===== src/rtl/fpdiv_sig_divider_if.sv =====
// Start/finish valid-ready bundle between an FP divide front end and its significand divider.
// The front end drives the master side and the divider sits on the slave side.
interface fpdiv_sig_divider_if;
  logic        start_valid_i;
  logic        start_ready_o;
  logic        flush_i;
  logic [1:0]  fp_format_i;
  logic [52:0] siga_i;
  logic [52:0] sigb_i;
  logic        finish_valid_o;
  logic        finish_ready_i;
  logic [54:0] quo_o;
  logic        sticky_o;

  modport master (
    output start_valid_i, flush_i, fp_format_i, siga_i, sigb_i, finish_ready_i,
    input  start_ready_o, finish_valid_o, quo_o, sticky_o
  );

  modport slave (
    input  start_valid_i, flush_i, fp_format_i, siga_i, sigb_i, finish_ready_i,
    output start_ready_o, finish_valid_o, quo_o, sticky_o
  );
endinterface


===== src/rtl/fpdiv_sig_divider.sv =====
// Radix-2 restoring divider for normalized FP16/FP32/FP64 significands.
// Produces a left-aligned quotient plus sticky bit through a finish handshake.
module fpdiv_sig_divider (
  input  logic               clk,
  input  logic               rst,
  fpdiv_sig_divider_if.slave div_if
);

  typedef enum logic [1:0] {IDLE, ITER, DONE} state_e;

  state_e      state_q, state_d;
  logic [1:0]  fmt_q, fmt_d;
  logic [52:0] sigb_q, sigb_d;
  logic [53:0] rem_q, rem_d;
  logic [53:0] quo_q, quo_d;
  logic [5:0]  cnt_q, cnt_d;
  logic [54:0] res_q, res_d;
  logic        sticky_q, sticky_d;

  logic        qbit;
  logic [52:0] remSub;
  logic [53:0] remStep;
  logic [54:0] quoStep;
  logic [54:0] quoAligned;
  logic        startFire;

  // Iterations minus one: fraction width plus two (integer, extra and guard bits).
  function automatic logic [5:0] lastIter(input logic [1:0] fmt);
    case (fmt)
      2'd0:    lastIter = 6'd12;
      2'd1:    lastIter = 6'd25;
      default: lastIter = 6'd54;
    endcase
  endfunction

  // With a normalized divisor the remainder stays below 2*sigb, so the
  // difference always fits in 53 bits.
  assign qbit    = rem_q >= {1'b0, sigb_q};
  assign remSub  = rem_q[52:0] - sigb_q;
  assign remStep = qbit ? {remSub, 1'b0} : {rem_q[52:0], 1'b0};
  assign quoStep = {quo_q, qbit};

  always_comb begin
    case (fmt_q)
      2'd0:    quoAligned = quoStep << 42;
      2'd1:    quoAligned = quoStep << 29;
      default: quoAligned = quoStep;
    endcase
  end

  assign div_if.start_ready_o  = (state_q == IDLE) && !div_if.flush_i;
  assign div_if.finish_valid_o = (state_q == DONE);
  assign div_if.quo_o          = res_q;
  assign div_if.sticky_o       = sticky_q;
  assign startFire             = div_if.start_valid_i && div_if.start_ready_o;

  // Next-state and datapath updates; flush overrides every handshake.
  always_comb begin
    state_d  = state_q;
    fmt_d    = fmt_q;
    sigb_d   = sigb_q;
    rem_d    = rem_q;
    quo_d    = quo_q;
    cnt_d    = cnt_q;
    res_d    = res_q;
    sticky_d = sticky_q;

    case (state_q)
      IDLE: begin
        if (startFire) begin
          fmt_d   = div_if.fp_format_i;
          sigb_d  = div_if.sigb_i;
          rem_d   = {1'b0, div_if.siga_i};
          quo_d   = '0;
          cnt_d   = lastIter(div_if.fp_format_i);
          state_d = ITER;
        end
      end
      ITER: begin
        rem_d = remStep;
        quo_d = quoStep[53:0];
        if (cnt_q == 6'd0) begin
          res_d    = quoAligned;
          sticky_d = |remStep;
          state_d  = DONE;
        end else begin
          cnt_d = cnt_q - 6'd1;
        end
      end
      DONE: begin
        if (div_if.finish_ready_i) begin
          state_d = IDLE;
        end
      end
      default: state_d = IDLE;
    endcase

    if (div_if.flush_i) begin
      state_d = IDLE;
    end
  end

  always_ff @(posedge clk) begin
    if (rst) begin
      state_q  <= IDLE;
      fmt_q    <= '0;
      sigb_q   <= '0;
      rem_q    <= '0;
      quo_q    <= '0;
      cnt_q    <= '0;
      res_q    <= '0;
      sticky_q <= 1'b0;
    end else begin
      state_q  <= state_d;
      fmt_q    <= fmt_d;
      sigb_q   <= sigb_d;
      rem_q    <= rem_d;
      quo_q    <= quo_d;
      cnt_q    <= cnt_d;
      res_q    <= res_d;
      sticky_q <= sticky_d;
    end
  end

endmodule


===== src/flat_wrapper.sv =====
// flat-port wrapper written by rule: the top's interface ports become plain ports
module fpdiv_sig_divider_flat 
  (clk, rst, div_if_start_valid_i, div_if_flush_i, div_if_fp_format_i, div_if_siga_i, div_if_sigb_i, div_if_finish_ready_i, div_if_start_ready_o, div_if_finish_valid_o, div_if_quo_o, div_if_sticky_o);
  fpdiv_sig_divider_if div_if_i ();
  input  logic clk;
  input  logic rst;
  input wire logic [$bits(div_if_i.start_valid_i)-1:0] div_if_start_valid_i;
  input wire logic [$bits(div_if_i.flush_i)-1:0] div_if_flush_i;
  input wire logic [$bits(div_if_i.fp_format_i)-1:0] div_if_fp_format_i;
  input wire logic [$bits(div_if_i.siga_i)-1:0] div_if_siga_i;
  input wire logic [$bits(div_if_i.sigb_i)-1:0] div_if_sigb_i;
  input wire logic [$bits(div_if_i.finish_ready_i)-1:0] div_if_finish_ready_i;
  output wire logic [$bits(div_if_i.start_ready_o)-1:0] div_if_start_ready_o;
  output wire logic [$bits(div_if_i.finish_valid_o)-1:0] div_if_finish_valid_o;
  output wire logic [$bits(div_if_i.quo_o)-1:0] div_if_quo_o;
  output wire logic [$bits(div_if_i.sticky_o)-1:0] div_if_sticky_o;
  assign div_if_i.start_valid_i = div_if_start_valid_i;
  assign div_if_i.flush_i = div_if_flush_i;
  assign div_if_i.fp_format_i = div_if_fp_format_i;
  assign div_if_i.siga_i = div_if_siga_i;
  assign div_if_i.sigb_i = div_if_sigb_i;
  assign div_if_i.finish_ready_i = div_if_finish_ready_i;
  assign div_if_start_ready_o = div_if_i.start_ready_o;
  assign div_if_finish_valid_o = div_if_i.finish_valid_o;
  assign div_if_quo_o = div_if_i.quo_o;
  assign div_if_sticky_o = div_if_i.sticky_o;
  fpdiv_sig_divider u_core (.clk(clk), .rst(rst), .div_if(div_if_i));
endmodule

===== config.mk =====
export PLATFORM = sky130hd
export DESIGN_NAME = fpdiv_sig_divider_flat
export DESIGN_NICKNAME = d
export VERILOG_FILES = /design/src/rtl/fpdiv_sig_divider_if.sv /design/src/rtl/fpdiv_sig_divider.sv /design/src/flat_wrapper.sv
export SDC_FILE = /design/constraint.sdc
export NUM_CORES = 1
export LEC_CHECK = 0
export CAP_MARGIN = 20
export CORE_MARGIN = 2
export CORE_UTILIZATION = 51
export CTS_CLUSTER_SIZE = 28
export DETAILED_ROUTE_END_ITERATION = 8
export PLACE_DENSITY = 0.78
export RECOVER_POWER = 25
export SETUP_SLACK_MARGIN = 0.15
export SLEW_MARGIN = 20
export SYNTH_ARGS = -nofsm -noshare
export SYNTH_HDL_FRONTEND = slang
export SYNTH_SLANG_ARGS = --single-unit

===== constraint.sdc =====
create_clock -name clk -period 3.35 [get_ports clk]
set_input_delay 0.67 -clock clk [delete_from_list [all_inputs] [get_ports clk]]
set_output_delay 0.67 -clock clk [all_outputs]
set_load 0.01 [all_outputs]

Fig. 1: signal wires by layer
The bar under the picture is 50 um long.
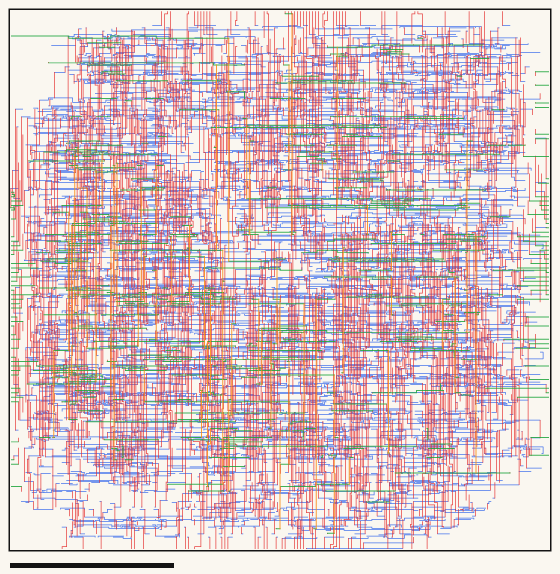
| color | layer | wire length |
|---|---|---|
| blue | met1 | 20.3 mm |
| orange | met4 | 1,870 um |
| green | met3 | 3,730 um |
| red | met2 | 23.2 mm |
routed length per placed instance: 19.7 um
all-layer global routing usage: 33.7%
sum of routed wire length over all layers: 49,100 um

Fig. 2: gate families picked out
The bar under the picture is 50 um long.
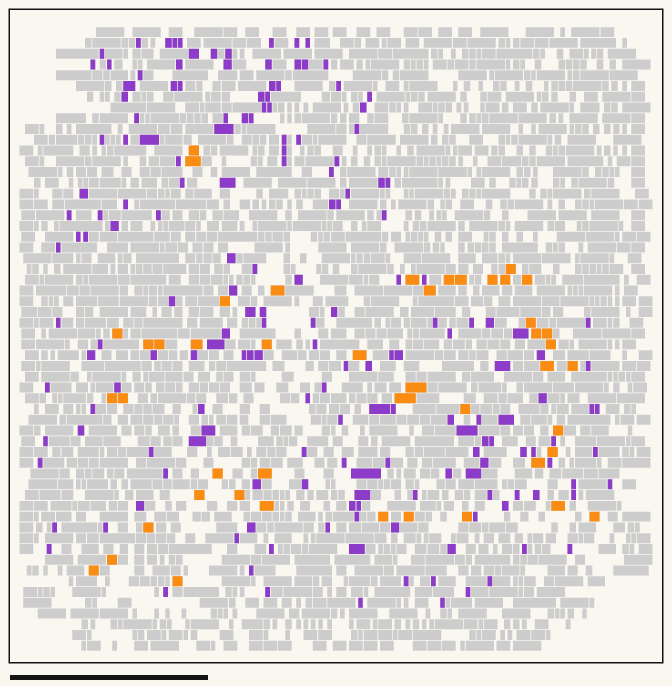
| color | family | cells | most used |
|---|---|---|---|
| purple | NOR gates | 177 | nor2_1 |
| orange | AND-OR and OR-AND gates | 46 | a21o_1 |
number of cells in the finished layout apart from fillers: 2,496
leading cell type in the layout, fill and taps excluded: sky130_fd_sc_hd__nand2_1
share of cell area taken by multi-input logic gates: 46.7%

==> notes.md <==
Latest figures from synthesis and place and route.

The run finished, with violations left. The final reports fail on max-capacitance violations, max-slew violations, negative setup slack. Per the post-route antenna check, the number of violating nets is 0. The highest layer used for signal routing is met4.

The layout stage reports a final design area of between 0.015 and 0.02 mm2. Dividing the final minimum period by the clock period gives 115%. The clock network takes up about 4.8% of total cell area after layout. The most critical hold endpoint after final layout shows a slack of around 0.45 ns. The number of gates given a new drive strength after cts is 86. The number of vias after detailed routing is about 15,000. The post-synthesis cell count from yosys is between 1,500 and 2,000. The minimum setup slack after placement is -0.558 ns. For reference, the critical path cell chain is inv_1 > ha_1 > buf_4 > a21oi_2 > o211ai_1 > a31oi_4 > a2111oi_4 > or3_4 > buf_12 > a21oi_1 > xnor2_1 > o41ai_2 > o2111ai_2 > nor4b_2 > and4b_1 > a31oi_1. The flop and latch count out of synthesis is 227.

For reference, the final report shows the max-slew violation count at 173. The power report lists the sequential group at about 2.9 mW. The total internal power is approximately 7.2 mW.

The cell type of the slowest stage on the worst timing path is sky130_fd_sc_hd__or3_4. The CTS log lists the clock sinks for this run as 227. Of the total power, registers draw 25.5%.

By area the synthesized netlist is led by sky130_fd_sc_hd__dfxtp_1 35%, sky130_fd_sc_hd__nand2_1 11%, sky130_fd_sc_hd__a21oi_1 10%. After detailed placement, the design holds a cell count of 2,419. The timing report lists the critical path depth as 16 cells.

Per the layout report, the design carries 67 non-clock inverters. The DRC violation total after the first TritonRoute iteration is 1,447. Sequential cells make up about a quarter of the cell area. The number of global-route vias before repair is 14,000. The clock tree from TritonCTS is yes. Across all checked pins, the minimum headroom to the slew limit is -3.05%.

The synthesis report gives the async set-or-reset register share as 0%. The number of instances on the worst hold path is 2. The floorplan report lists the tap cell count as approximately 330. After synthesis, the netlist uses ~75 different library cells. For this run, the post-layout net count is roughly 2,300. STA lists the startpoint of the worst hold path as u_core.div_if.quo_o[19]. The first global-routing pass estimated between 70,000 and 80,000 um of wire. The cell class with the largest area share is combinational gates. The layout report lists the multi-input gate area as approximately 0.0089 mm2.

The group drawing the most power is combinational logic. The setup path with the least slack is of type flip-flop to flip-flop. The switching share of total power is a little over a third.

The final period demand of the worst path is roughly 3.8 ns. The buffers plus inverters on the worst setup path is 3. Per the GRT log, the top usage layer is met2.

For reference, full adder, half adder and majority cells occupy roughly 5.4% of the area reported after synthesis. The initial utilization of the core area, before any placement, comes to roughly 52%. Max-cap violations in this run came to 2. For the combinational group, total power comes out at 5.32 mW.

The first TritonRoute pass finished after 5 iterations. IR analysis of the VDD net gives a maximum drop of 0.430 mV. The count of fill cells added during filler insertion is about 1,800. The die boundary height is between 150 and 200 um. Setup slack on the worst reg-to-reg path comes out at -0.50 ns. The fraction of final cell area spent on non-clock buffers in this run is approximately a fifth.

The number of antenna violations at the first check in global routing is 1. The routed layout reports a DRC error count of 0. The tally of clock buffers in the finished layout is 30. The number of synthesis warnings is 0. The number of logged tool warnings is 34. Yosys shows that the main logic family after synthesis is AND-OR/OR-AND gates.

The final report lists the setup-violating endpoint count as 39. The combined area of all synthesized cells is between 0.01 and 0.015 mm2. In the placement report, post-DP HPWL is listed as 33,000 um. The kind of cell with the highest combined delay on the critical path is AND-OR/OR-AND gates.

The post-synthesis to final-layout area growth is 45.6%. The worst reg2reg path endpoint is u_core.div_if.sticky_o. The clock tree buffer depth is 3. The net switching power is between 4 and 5 mW. The clock transition at the registers of the reported paths is roughly 0.07 ns. Once routing completed, OpenROAD measured the worst setup slack at -0.498 ns. Global routing used around 4.7% of the available met3 tracks. Synthesis produced a netlist with a net count of about 2,000. The flip-flop count of the largest register, all copies and words added is around 55. The share of total power in combinational logic is a little under half.
Fig. 3: clock wires, drivers and flops
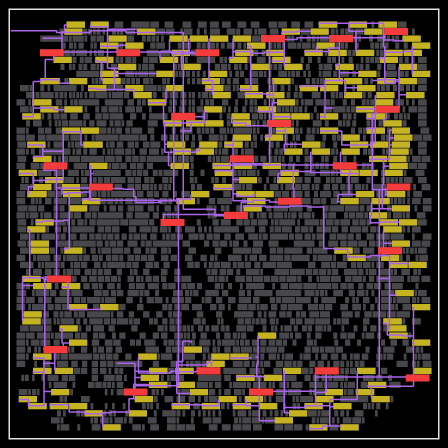
[red] cells driving clock nets | count: 25
[yellow] flip-flops | count: 227
[purple] clock wires | length: 2,950 um
routed clock nets: 26
flops lie: widely spread
clock share of power: 27.4%
post-route clock skew: 0.0224 ns
power drawn by the clock network: 3.10 mW

No activity file was given, so power comes from the tool's default toggle rates.
